### Met3 routing, run 1

The bar under the picture is 20 um long.
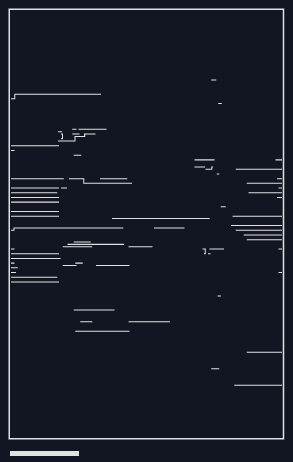
### M2 wires, run 1

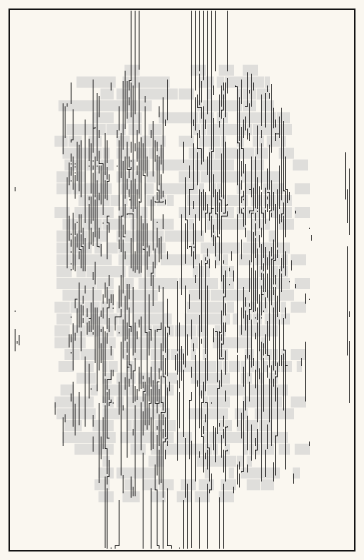
### Cells coloured by class, run 1

Fill, decap, tap and diode cells in grey.
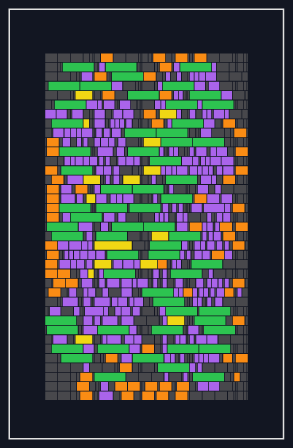
### Placement view, run 1

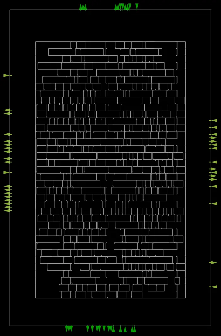
==> src/rtl/pipe_pkg.sv <==
// Shared types for the 5-stage core's hazard unit, EXE operand muxes and stage registers.
package pipe_pkg;

   localparam int RA_W_DEF = 4;

   // EXE operand source select
   typedef enum logic [1:0] {
      FWD_RF    = 2'b00,
      FWD_EXMEM = 2'b01,
      FWD_MEMWB = 2'b10
   } fwd_sel_e;

   // Default-width view of one in-flight instruction as tracked by the hazard unit
   typedef struct packed {
      logic                valid;
      logic [RA_W_DEF-1:0] rd;
      logic                rwrite;
      logic                is_load;
      logic [RA_W_DEF-1:0] rs1;
      logic [RA_W_DEF-1:0] rs2;
      logic                rs1_used;
      logic                rs2_used;
   } stage_info_t;

endpackage

==> src/rtl/pipe_shadow_stage.sv <==
// One shadow pipeline register: cleared on reset, frozen on hold, loads empty on bubble.
module pipe_shadow_stage
   import pipe_pkg::*;
#(
   parameter type info_t = logic [7:0]
) (
   input  logic  clk,
   input  logic  reset,
   input  logic  hold,
   input  logic  bubble,
   input  info_t d,
   output info_t q
);

   // register update: hold has precedence, a bubble inserts an all-zero (invalid) entry
   always_ff @(posedge clk or negedge reset) begin
      if (!reset) begin
         q <= '0;
      end else if (!hold) begin
         q <= bubble ? info_t'('0) : d;
      end
   end

endmodule

==> src/rtl/pipe_hazard_ctrl.sv <==
// Hazard / forwarding controller: shadow EX/MEM/WB tracking, forward selects,
// load-use and interlock stalls, branch flush, memory-wait hold, perf counters.
module pipe_hazard_ctrl
   import pipe_pkg::*;
#(
   parameter int RA_W           = 4,
   parameter int FWD_EN         = 1,
   parameter int REGFILE_BYPASS = 1,
   parameter int REG_ZERO_HARD  = 0,
   parameter int CNT_W          = 16
) (
   input  logic             clk,
   input  logic             reset,
   input  logic             id_valid,
   input  logic [RA_W-1:0]  id_rs1,
   input  logic [RA_W-1:0]  id_rs2,
   input  logic             id_rs1_used,
   input  logic             id_rs2_used,
   input  logic [RA_W-1:0]  id_rd,
   input  logic             id_rwrite,
   input  logic             id_is_load,
   input  logic             id_branch_taken,
   input  logic             mem_wait,
   output logic             stall_if,
   output logic             bubble_ex,
   output logic             flush_if,
   output logic             hold_all,
   output logic [1:0]       fwd_a,
   output logic [1:0]       fwd_b,
   output logic [CNT_W-1:0] stall_cnt,
   output logic [CNT_W-1:0] flush_cnt
);

   // same layout as stage_info_t, sized by this instance's RA_W
   typedef struct packed {
      logic            valid;
      logic [RA_W-1:0] rd;
      logic            rwrite;
      logic            is_load;
      logic [RA_W-1:0] rs1;
      logic [RA_W-1:0] rs2;
      logic            rs1_used;
      logic            rs2_used;
   } shadow_t;

   shadow_t id_info, ex_s, mem_s, wb_s;
   logic    load_use, raw_il, stall_id;

   function automatic logic hit(input shadow_t p, input logic [RA_W-1:0] s, input logic used);
      return p.valid & p.rwrite & (p.rd == s) & used
             & ~((REG_ZERO_HARD != 0) & (s == '0));
   endfunction

   function automatic logic hit_any_src(input shadow_t p);
      return hit(p, id_rs1, id_rs1_used) | hit(p, id_rs2, id_rs2_used);
   endfunction

   // younger producer (MEM) wins over older (WB)
   function automatic fwd_sel_e pick(input shadow_t m, input shadow_t w,
                                     input logic [RA_W-1:0] s, input logic used);
      if (FWD_EN == 0)      return FWD_RF;
      if (hit(m, s, used))  return FWD_EXMEM;
      if (hit(w, s, used))  return FWD_MEMWB;
      return FWD_RF;
   endfunction

   // pack the decode instruction into shadow form
   always_comb begin
      id_info          = '0;
      id_info.valid    = id_valid;
      id_info.rd       = id_rd;
      id_info.rwrite   = id_rwrite;
      id_info.is_load  = id_is_load;
      id_info.rs1      = id_rs1;
      id_info.rs2      = id_rs2;
      id_info.rs1_used = id_rs1_used;
      id_info.rs2_used = id_rs2_used;
   end

   // stall / bubble / flush / hold decisions; reset forces all of them low at once
   always_comb begin
      load_use = 1'b0;
      raw_il   = 1'b0;
      if (FWD_EN != 0) begin
         load_use = id_valid & ex_s.is_load & hit_any_src(ex_s);
      end else begin
         raw_il = id_valid & (hit_any_src(ex_s) | hit_any_src(mem_s)
                              | ((REGFILE_BYPASS == 0) & hit_any_src(wb_s)));
      end
      hold_all  = reset & mem_wait;
      stall_id  = hold_all | (reset & (load_use | raw_il));
      stall_if  = stall_id;
      bubble_ex = stall_id & ~hold_all;
      flush_if  = reset & id_valid & id_branch_taken & ~stall_id;
   end

   // EX-stage operand forward selects
   always_comb begin
      fwd_a = pick(mem_s, wb_s, ex_s.rs1, ex_s.rs1_used);
      fwd_b = pick(mem_s, wb_s, ex_s.rs2, ex_s.rs2_used);
   end

   pipe_shadow_stage #(.info_t(shadow_t)) u_ex (
      .clk    (clk),
      .reset  (reset),
      .hold   (hold_all),
      .bubble (bubble_ex),
      .d      (id_info),
      .q      (ex_s)
   );

   pipe_shadow_stage #(.info_t(shadow_t)) u_mem (
      .clk    (clk),
      .reset  (reset),
      .hold   (hold_all),
      .bubble (1'b0),
      .d      (ex_s),
      .q      (mem_s)
   );

   pipe_shadow_stage #(.info_t(shadow_t)) u_wb (
      .clk    (clk),
      .reset  (reset),
      .hold   (hold_all),
      .bubble (1'b0),
      .d      (mem_s),
      .q      (wb_s)
   );

   // saturating stall / flush cycle counters
   always_ff @(posedge clk or negedge reset) begin
      if (!reset) begin
         stall_cnt <= '0;
         flush_cnt <= '0;
      end else begin
         if (stall_if && (stall_cnt != '1)) stall_cnt <= stall_cnt + 1'b1;
         if (flush_if && (flush_cnt != '1)) flush_cnt <= flush_cnt + 1'b1;
      end
   end

endmodule

==> config.mk <==
export PLATFORM = sky130hd
export DESIGN_NAME = pipe_hazard_ctrl
export DESIGN_NICKNAME = d
export VERILOG_FILES = /design/src/rtl/pipe_pkg.sv /design/src/rtl/pipe_shadow_stage.sv /design/src/rtl/pipe_hazard_ctrl.sv
export SDC_FILE = /design/constraint.sdc
export NUM_CORES = 1
export LEC_CHECK = 0
export CORE_AREA = 10 10 69 114
export DETAILED_ROUTE_END_ITERATION = 6
export DIE_AREA = 0 0 79 124
export GPL_ROUTABILITY_DRIVEN = 1
export HOLD_SLACK_MARGIN = 0.02
export PLACE_DENSITY = 0.81
export REMOVE_ABC_BUFFERS = 1
export SYNTH_ARGS = -nofsm -noshare
export SYNTH_HDL_FRONTEND = slang
export SYNTH_SLANG_ARGS = --single-unit
==> constraint.sdc <==
create_clock -name clk -period 5.75 [get_ports clk]
set_clock_uncertainty 0.05 [all_clocks]
set_input_delay 1.15 -clock clk [delete_from_list [all_inputs] [get_ports clk]]
set_output_delay 1.15 -clock clk [all_outputs]
set_load 0.02 [all_outputs]
==> flow_metrics.py, run 1 <==
# Physical implementation metrics
metrics = {
    "yosys": {
        "ys_sh_xor_pct": 13.00,
        "netlist_instances": 338,
        "synth_top_cell_by_count": "nand2_1",
        "avgSynthCellArea_um2": 9.365,
        "netlist_area_mm2": 0.003166,
        "synth.distinct_cells": 44,
        "synth-cells-yosys": 338,
        "synthAoiAreaFrac_pct": 8.893,
        "mux_share_pct": 2.451,
    },
    "worst_hold_path": {
        "hold_path_class": "register to register",
        "hp-start": "u_ex.q[10]",
    },
    "grt": {
        "grt_overflow": 0,
        "antenna_found_initial": 1,
        "grt_max_degree": 62,
    },
    "clock_network": {
        "cts_buffer_depth": 2,
        "cts_tree": "built",
        "htree_num_levels": 3,
        "cts_buffers": 9,
    },
    "drt": {
        "routedWlPerCell_um": 16.77,
        "routed_wl_um": 8085,
        "drtAntennaViolNets": 0,
    },
    "pwr": {
        "seqPwrFrac_pct": 44.8,
        "swShare_pct": 31.63,
        "power.density_mw_per_mm2": 315.2,
        "p_clk_uw": 377,
        "pg_comb_uw": 325,
    },
    "final_timing": {
        "fmax_mhz": 206.5,
        "setup_tns_ns": 0,
        "tightest_slew_ns": 0.8634,
        "finalWorstSetupSlack_ns": 0.9085,
        "slew_violations": 0,
        "hold_violations": 0,
    },
    "layout": {
        "drive_above_1_share_pct": 6.931,
        "lay_top_count": "nand2_1",
        "num_antenna_cells": 0,
    },
    "placed_design": {
        "port_buffers": 60,
        "dpl.hpwl_um": 5974,
        "placed_area_mm2": 0.003834,
    },
    "worst_setup_path": {
        "rr_endpoint": "stall_cnt[1]",
        "r2r_slack_ns": 3.21,
        "cp_num_buf_inv": 2,
        "crit_path_max_fanout": 20,
        "critPathMostFrequentCell": "clkdlybuf4s50_1",
        "critPathMaxStageDelay_ns": 0.72,
        "crit_path_cell_trace": "clkdlybuf4s50_1 -> xnor2_1 -> nand4_1 -> o32a_1 -> nand2_1 -> nor2_1 -> clkdlybuf4s50_1",
    },
    "flow_run": {
        "max_cap_violations": 0,
    },
    "floorplan": {
        "io_pins": 61,
        "core-area_mm2": 0.005926,
    },
    "outcome": {
        "status": "complete, no violations",
    },
}
About 'Met3 routing':
wire length on this layer	561 um
share of all routed wire	6.9%

About 'M2 wires':
nets with wire on the layer	375
longest straight run	36.0 um
main direction	vertical
share of all routed wire	53%
wire length on this layer	4310 um

About 'Cells coloured by class':
class	colour	cells	share of their area
remaining buffers and delay cells	orange	64	16%
remaining logic cells	purple	264	40%
clock drivers and dummy loads	yellow	15	5.1%
registers	green	61	39%

About 'Placement view':
# rows: 37
TAP cells: 78
Non-Filler Instances: 482
Flops: 61

==> run 1: stage by stage <==
| step | instances | power [uW] |
|---|---|---|
| after floorplan | 325 | 738.7 |
| after global placement | 467 | 892.8 |
| after detailed placement | 467 | 901.3 |
| after CTS | 482 | 1285 |
| after global routing | 482 | 1342 |
| final | 482 | 1271 |
==> run 1: tightest hold or removal path: cells and delay by family (launching register included) <==
family             cells  cell delay [ns]
AOI/OAI and AO/OA      1             0.06
DFF                    1             0.34
and+or+nand+nor        1             0.05
==> run 1: per-layer routing <==
metal	up-vias	share of wire, %	wire (um)	GRT usage, %
met5	-	0.11	9	0
met4	2	2.5	202	7.770
met3	16	6.9	560	6.205
met2	94	53	4312	30.02
met1	1339	37	2999	18.24
li1	1290	-	-	-
==> run 1: area by class of cell <==
class | instances | area, um2
Clock inverter | 4 | 47.55
Tap cell | 78 | 97.59
Inverter | 2 | 7.507
Clock buffer | 11 | 151.4
Fill cell | 525 | 1893
Sequential cell | 61 | 1526
Multi-Input combinational cell | 262 | 1577
Timing Repair Buffer | 64 | 625.6
==> run 1: flip-flops by register name (all words and copies together) (netlist names) <==
signal,count
u_mem.q,6
flush_cnt,16
u_wb.q,6
u_ex.q,17
stall_cnt,16
==> run 1: worst max-delay path by stage <==
stage / startpoint / cells after the start / slack (ns) / to
2_1_floorplan: reset / 3 / 1.59 / bubble_ex
3_3_place_gp: id_rs2[1] / 7 / 0.99 / flush_if
3_5_place_dp: id_rs2[1] / 7 / 0.95 / flush_if
4_1_cts: id_rs2[1] / 7 / 0.94 / flush_if
5_1_grt: id_rs2[2] / 7 / 0.81 / flush_if
6_report: id_rs2[1] / 7 / 0.91 / flush_if
==> inputs of run 2 (changes only) <==
--- a/config.mk
+++ b/config.mk
@@ -5,12 +5,12 @@
 export SDC_FILE = /design/constraint.sdc
 export NUM_CORES = 1
 export LEC_CHECK = 0
-export CORE_AREA = 10 10 69 114
+export CORE_AREA = 10 10 74 122
 export DETAILED_ROUTE_END_ITERATION = 6
-export DIE_AREA = 0 0 79 124
+export DIE_AREA = 0 0 84 132
 export GPL_ROUTABILITY_DRIVEN = 1
 export HOLD_SLACK_MARGIN = 0.02
-export PLACE_DENSITY = 0.81
+export PLACE_DENSITY = 0.74
 export REMOVE_ABC_BUFFERS = 1
 export SYNTH_ARGS = -nofsm -noshare
 export SYNTH_HDL_FRONTEND = slang
==> constraint.sdc (replaced) <==
create_clock -name clk -period 4.2 [get_ports clk]
set_clock_uncertainty 0.05 [all_clocks]
set_input_delay 0.84 -clock clk [delete_from_list [all_inputs] [get_ports clk]]
set_output_delay 0.84 -clock clk [all_outputs]
set_load 0.02 [all_outputs]
### Nets reached from selected ports, run 2

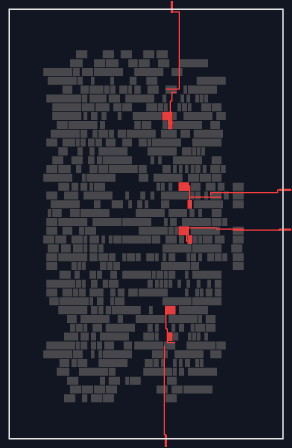
port	colour	direction	edge	end cells	buffers	wire
id_rs2	red	input	2 right, 1 bottom, 1 top	8	4	170 um

### Placement view, run 2

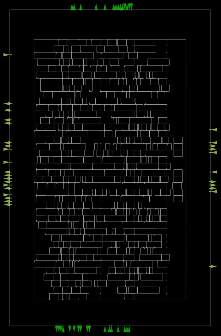
Non-Filler Instances: 494
Final Core Density: 60.42%
TAP cells: 84
fraction of area in registers: 36.58%

==> run 2 against run 1 <==
  * Global-route usage down 2.7 points
  * Clock power up 91%
  * First-iteration DRC count shrank 38%
  * Sequential power grew 37%
  * Highest routed layer is now met4
==> flow_metrics.py, run 2 <==
# Physical implementation metrics
metrics = {
    "yosys": {
        "ys_seq_share_pct": 48.22,
        "synthAoiAreaFrac_pct": 8.893,
        "synth_top_cell_by_count": "nand2_1",
        "synth_flop_count": 61,
        "netlist_area_mm2": 0.003166,
        "ys_sh_adder_pct": 0.7905,
        "synth-cells-yosys": 338,
        "netlist_instances": 338,
        "ys_sh_xor_pct": 13.00,
        "synth.distinct_cells": 44,
        "yosysTopAreaCell": "dfrtp_1",
        "avgSynthCellArea_um2": 9.365,
        "mux_share_pct": 2.451,
        "synth_top_flop_cell": "dfrtp_1",
    },
    "worst_setup_path": {
        "crit_path_max_fanout": 3,
        "r2r_slack_ns": 1.95,
        "crit_path_cell_trace": "clkdlybuf4s50_1 -> xnor2_1 -> nand3_2 -> o32a_1 -> nand2_1 -> clkdlybuf4s50_1",
        "critPathMaxStageDelay_ns": 0.63,
        "rr_endpoint": "flush_cnt[8]",
        "critPathMostFrequentCell": "clkdlybuf4s50_1",
        "critPathSlowestCell": "clkdlybuf4s50_1",
        "cp_num_buf_inv": 2,
    },
    "pwr": {
        "power.density_mw_per_mm2": 465.7,
        "p_sw_uw": 578.0,
        "seqPwrFrac_pct": 40.1,
        "finalPower_uw": 1943,
        "leakagePower_uw": 0.001741,
        "swShare_pct": 29.75,
    },
    "clock_network": {
        "clkTransAtPathRegs_ns": 0.05,
        "cts_tree": "built",
        "htree_num_levels": 3,
        "cts_buffers": 9,
        "post_cts_buffers": 0,
        "cts_buffer_depth": 2,
    },
    "floorplan": {
        "core-area_mm2": 0.006907,
        "row_count": 40,
        "io_pins": 61,
    },
    "final_timing": {
        "hold_violations": 0,
        "fmax_mhz": 271.2,
        "setup_tns_ns": 0,
        "slew_violations": 0,
        "period_used_pct": 87.80,
        "tightest_slew_ns": 0.7682,
        "final.min_clock_period_ns": 3.688,
    },
    "placed_design": {
        "placed_area_mm2": 0.003879,
        "dpl.hpwl_um": 5941,
        "port_buffers": 60,
    },
    "worst_hold_path": {
        "hp-start": "stall_cnt[8]",
        "hold_path_class": "register to register",
    },
    "flow_run": {
        "max_cap_violations": 0,
    },
    "grt": {
        "antenna_found_initial": 0,
        "grt_overflow": 0,
        "grt_max_degree": 62,
        "grt_usage_pct": 14.61,
    },
    "layout": {
        "num_antenna_cells": 0,
        "largest_register_ffs": 17,
        "drive_above_1_share_pct": 7.805,
        "syn_to_final_growth_pct": 31.82,
        "lay_top_cells": "nand2_1, dfrtp_1, clkdlybuf4s50_1",
        "lay_top_count": "nand2_1",
        "top_regs": "u_ex.q: 17 flops, flush_cnt: 16 flops, stall_cnt: 16 flops",
        "largest_register": "u_ex.q",
    },
    "drt": {
        "routed_wl_um": 8041,
        "routedWlPerCell_um": 16.28,
        "drtAntennaViolNets": 0,
    },
    "outcome": {
        "status": "complete, no violations",
    },
}
==> run 2: layout make-up <==
type / instances / area [um2]
Clock buffer: 12 / 246.5
Sequential cell: 61 / 1526
Clock inverter: 4 / 47.55
Tap cell: 84 / 105.1
Multi-Input combinational cell: 262 / 1577
Inverter: 2 / 7.507
Timing Repair Buffer: 69 / 663.1
Fill cell: 633 / 2734
==> run 2: worst max path at each step <==
stage	startpoint	end	slack [ns]	depth (start not counted)
finish	id_rs1[2]	stall_if	0.51	6
global route	id_valid	stall_if	0.36	6
CTS	id_rs1[3]	stall_if	0.47	6
detailed placement	id_rs1[3]	stall_if	0.48	6
global placement	id_rs1[3]	stall_if	0.45	6
floorplan	reset	bubble_ex	0.66	3
==> run 2: metrics by stage <==
step | utilization, % | cells | hold WS (ns) | setup slack, ns
detailed placement | 56.16 | 478 | 0.4332 | 0.4842
global route | 60.42 | 494 | 0.4575 | 0.3609
finish | 60.42 | 494 | 0.4414 | 0.5123
global placement | 56.16 | 478 | 0.4239 | 0.4483
floorplan | - | 325 | 0.3918 | 0.6643
CTS | 60.42 | 494 | 0.4402 | 0.4726
==> run 2: power by group through the flow <==
stage,Combinational [uW],Clock [uW],Sequential (uW)
2_1_floorplan,177,0,834
3_3_place_gp,437,0,784
3_5_place_dp,451,0,789
4_1_cts,453,738,780
5_1_grt,485,768,795
6_report,444,720,780
==> run 2: cell families after synthesis <==
family          count (synthesis)
compound gates                 43
xor+xnor                       47
fa+ha+maj                       2
buf+inv                        15
flops                          61
mux                             7
simple gates                  163
==> run 2: metal layers <==
layer  routed length [um]  GRT usage [%]  part of all wire (%)  vias to the layer above
li1                     -              -                     -                     1308
met1                 3118          14.68                    39                     1293
met2                 4269          25.23                    53                       56
met3                  455          6.064                   5.7                       13
met4                  197          6.916                   2.4                        0
met5                    0              0                     0                        -
==> inputs of run 3 (changes only) <==
--- a/config.mk
+++ b/config.mk
@@ -5,13 +5,14 @@
 export SDC_FILE = /design/constraint.sdc
 export NUM_CORES = 1
 export LEC_CHECK = 0
-export CORE_AREA = 10 10 74 122
+export CORE_AREA = 10 10 74 123
 export DETAILED_ROUTE_END_ITERATION = 6
-export DIE_AREA = 0 0 84 132
+export DIE_AREA = 0 0 84 133
 export GPL_ROUTABILITY_DRIVEN = 1
-export HOLD_SLACK_MARGIN = 0.02
+export HOLD_SLACK_MARGIN = 0.08
 export PLACE_DENSITY = 0.74
 export REMOVE_ABC_BUFFERS = 1
 export SYNTH_ARGS = -nofsm -noshare
 export SYNTH_HDL_FRONTEND = slang
 export SYNTH_SLANG_ARGS = --single-unit
+export TNS_END_PERCENT = 1
### Placement view, run 3

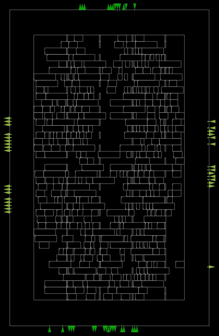
Final Core Density: 58.40%
# rows: 41
TAP cells: 86
Core ar.: 0.007079 mm2

### M2 wires, run 3

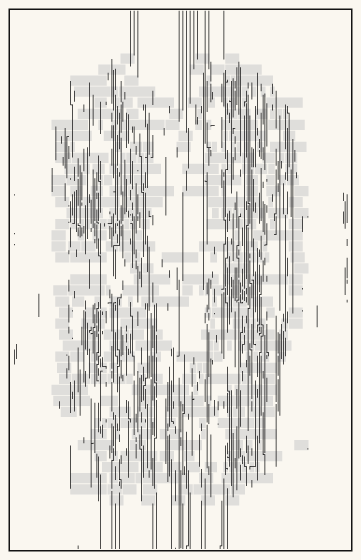
longest straight run	53.4 um
share of all routed wire	53%
wire length on this layer	4270 um

==> run 3 against run 2 <==
  * Critical path depth unchanged
  * Clock power down about 10%
  * Sequential power is essentially flat
  * Global-route usage rose by 0.36 points
  * Synthesized cell count stayed put
  * Cell area fell by 0.93%
  * Critical endpoint unchanged
  * Largest cell class unchanged
  * Largest power group unchanged
==> flow_metrics.py, run 3 <==
# Physical implementation metrics
metrics = {
    "outcome": {
        "status": "complete, no violations",
    },
    "pwr": {
        "leakagePower_uw": 0.001723,
        "power.density_mw_per_mm2": 452.1,
    },
    "final_timing": {
        "final.min_clock_period_ns": 3.694,
        "fmax_mhz": 270.7,
        "hold_violations": 0,
        "setup_tns_ns": 0,
        "period_used_pct": 87.96,
        "slew_violations": 0,
        "tightest_slew_ns": 0.5548,
        "finalWorstSetupSlack_ns": 0.5058,
    },
    "layout": {
        "fin_cells": 494,
        "largest_register": "u_ex.q",
        "lay_top_count": "nand2_1",
        "syn_to_final_growth_pct": 30.59,
        "num_antenna_cells": 0,
        "lay_top_cells": "nand2_1, dfrtp_1, clkdlybuf4s50_1",
        "drive_above_1_share_pct": 7.108,
        "largest_register_ffs": 17,
        "top_regs": "u_ex.q: 17 flops, flush_cnt: 16 flops, stall_cnt: 16 flops",
        "fill_cells": 641,
    },
    "worst_setup_path": {
        "cp-endpoint": "stall_if",
        "startpoint": "id_rs1[2]",
        "crit_path_max_fanout": 3,
        "critPathSlowestCell": "clkdlybuf4s50_1",
        "crit_path_cell_trace": "clkdlybuf4s50_1 -> xnor2_1 -> nand3_2 -> o32a_1 -> nand2_1 -> clkdlybuf4s50_1",
        "rr_endpoint": "stall_cnt[14]",
        "r2r_slack_ns": 2.00,
        "r2r-start": "u_ex.q[14]",
        "critPathMostFrequentCell": "clkdlybuf4s50_1",
        "critPathMaxStageDelay_ns": 0.62,
    },
    "clock_network": {
        "htree_num_levels": 3,
        "clkTransAtPathRegs_ns": 0.05,
        "cts_tree": "built",
        "cts_buffers": 9,
        "post_cts_buffers": 0,
        "cts_buffer_depth": 2,
    },
    "yosys": {
        "synth-cells-yosys": 338,
        "ys_seq_share_pct": 48.22,
        "synth_warnings": 0,
        "netlist_area_mm2": 0.003166,
        "edf_count": 0,
        "synth_top_flop_cell": "dfrtp_1",
        "avgSynthCellArea_um2": 9.365,
        "synth_top_cell_by_count": "nand2_1",
        "synth.distinct_cells": 44,
        "synthTopCellsByCount": "nand2_1, dfrtp_1, xnor2_1",
        "synth_flop_count": 61,
        "netlist_instances": 338,
        "synth_async_sr_flop_share_pct": 100.0,
        "yosysTopAreaCell": "dfrtp_1",
    },
    "grt": {
        "use_met2_pct": 26.05,
        "grt_overflow": 0,
        "grt.met3_usage_pct": 4.917,
        "grt_max_degree": 44,
        "grt_usage_pct": 14.97,
        "grt_pass1_wl_um": 13520,
        "grt_use_met1_pct": 15.30,
        "busiest_layer": "met2",
        "antenna_found_initial": 0,
    },
    "drt": {
        "drtAntennaViolNets": 0,
        "routedWlPerCell_um": 16.34,
        "routed_wl_um": 8071,
        "drt_iter0_drc": 100,
        "drt_pass1_iterations": 4,
    },
    "placed_design": {
        "pre_cts_ws_ns": 0.4929,
        "placed_area_mm2": 0.003874,
        "place_inst": 479,
        "port_buffers": 60,
        "dpl.hpwl_um": 6013,
    },
    "flow_run": {
        "max_cap_violations": 0,
    },
    "worst_hold_path": {
        "hold_path_class": "input pin to asynchronous set/reset pin",
    },
    "floorplan": {
        "io_pins": 61,
    },
}
-- run 3: worst min path at each step --
stage	from	endpoint	slack (ns)
floorplan	u_ex.q[10]	u_ex.q[10]	0.39
global placement	u_ex.q[10]	u_ex.q[10]	0.41
detailed placement	u_ex.q[10]	u_ex.q[10]	0.42
CTS	reset	u_ex.q[10]	0.28
global route	reset	u_ex.q[10]	0.29
finish	reset	u_ex.q[10]	0.29
-- run 3: critical path, delay by kind of cell --
kind,cells,cell delay (ns)
AND-OR/OR-AND,1,0.39
XOR/XNOR,1,0.22
AND/OR/NAND/NOR,2,0.28
buffers and inverters,2,1.06
-- run 3: per-stage QoR --
step	hold WS (ns)	total power, uW
after floorplan	0.3918	1011
after CTS	0.2841	1892
final	0.2942	1869
after detailed placement	0.4155	1233
after global placement	0.4124	1225
after global routing	0.2878	1974
-- run 3: where the power goes --
part           leakage, uW  internal [uW]  switching, uW
Combinational     0.000828            219            222
Clock             0.000129            409            239
Sequential        0.000765            673            107
-- run 3: cell type report --
class | instances | area (um2) | share of cell area [%]
inverter | 2 | 7.507 | 0.1816
multi-input combinational | 262 | 1577 | 38.14
timing repair buffer | 68 | 655.6 | 15.86
clock inverter | 2 | 10.01 | 0.2421
sequential | 61 | 1526 | 36.92
clock buffer | 13 | 250.2 | 6.053
tap | 86 | 107.6 | 2.603
-- run 3: logic make-up (layout without fill, tap and decap cells) --
logic type      Yosys count  count (layout)  share of synthesized area (%)
xor+xnor                 47              47                          13.00
compound gates           43              43                          8.893
buf+inv                  15              85                          2.213
simple gates            163             163                          24.43
fa+ha+maj                 2               2                         0.7904
mux                       7               7                          2.450
flops                    61              61                          48.22
-- run 3: metal layers --
metal,vias up,routed length (um)
met3,14,394
met4,0,224
met1,1281,3185
met2,68,4267
met5,-,0
li1,1304,-
No activity file was given, so power comes from the tool's default toggle rates.
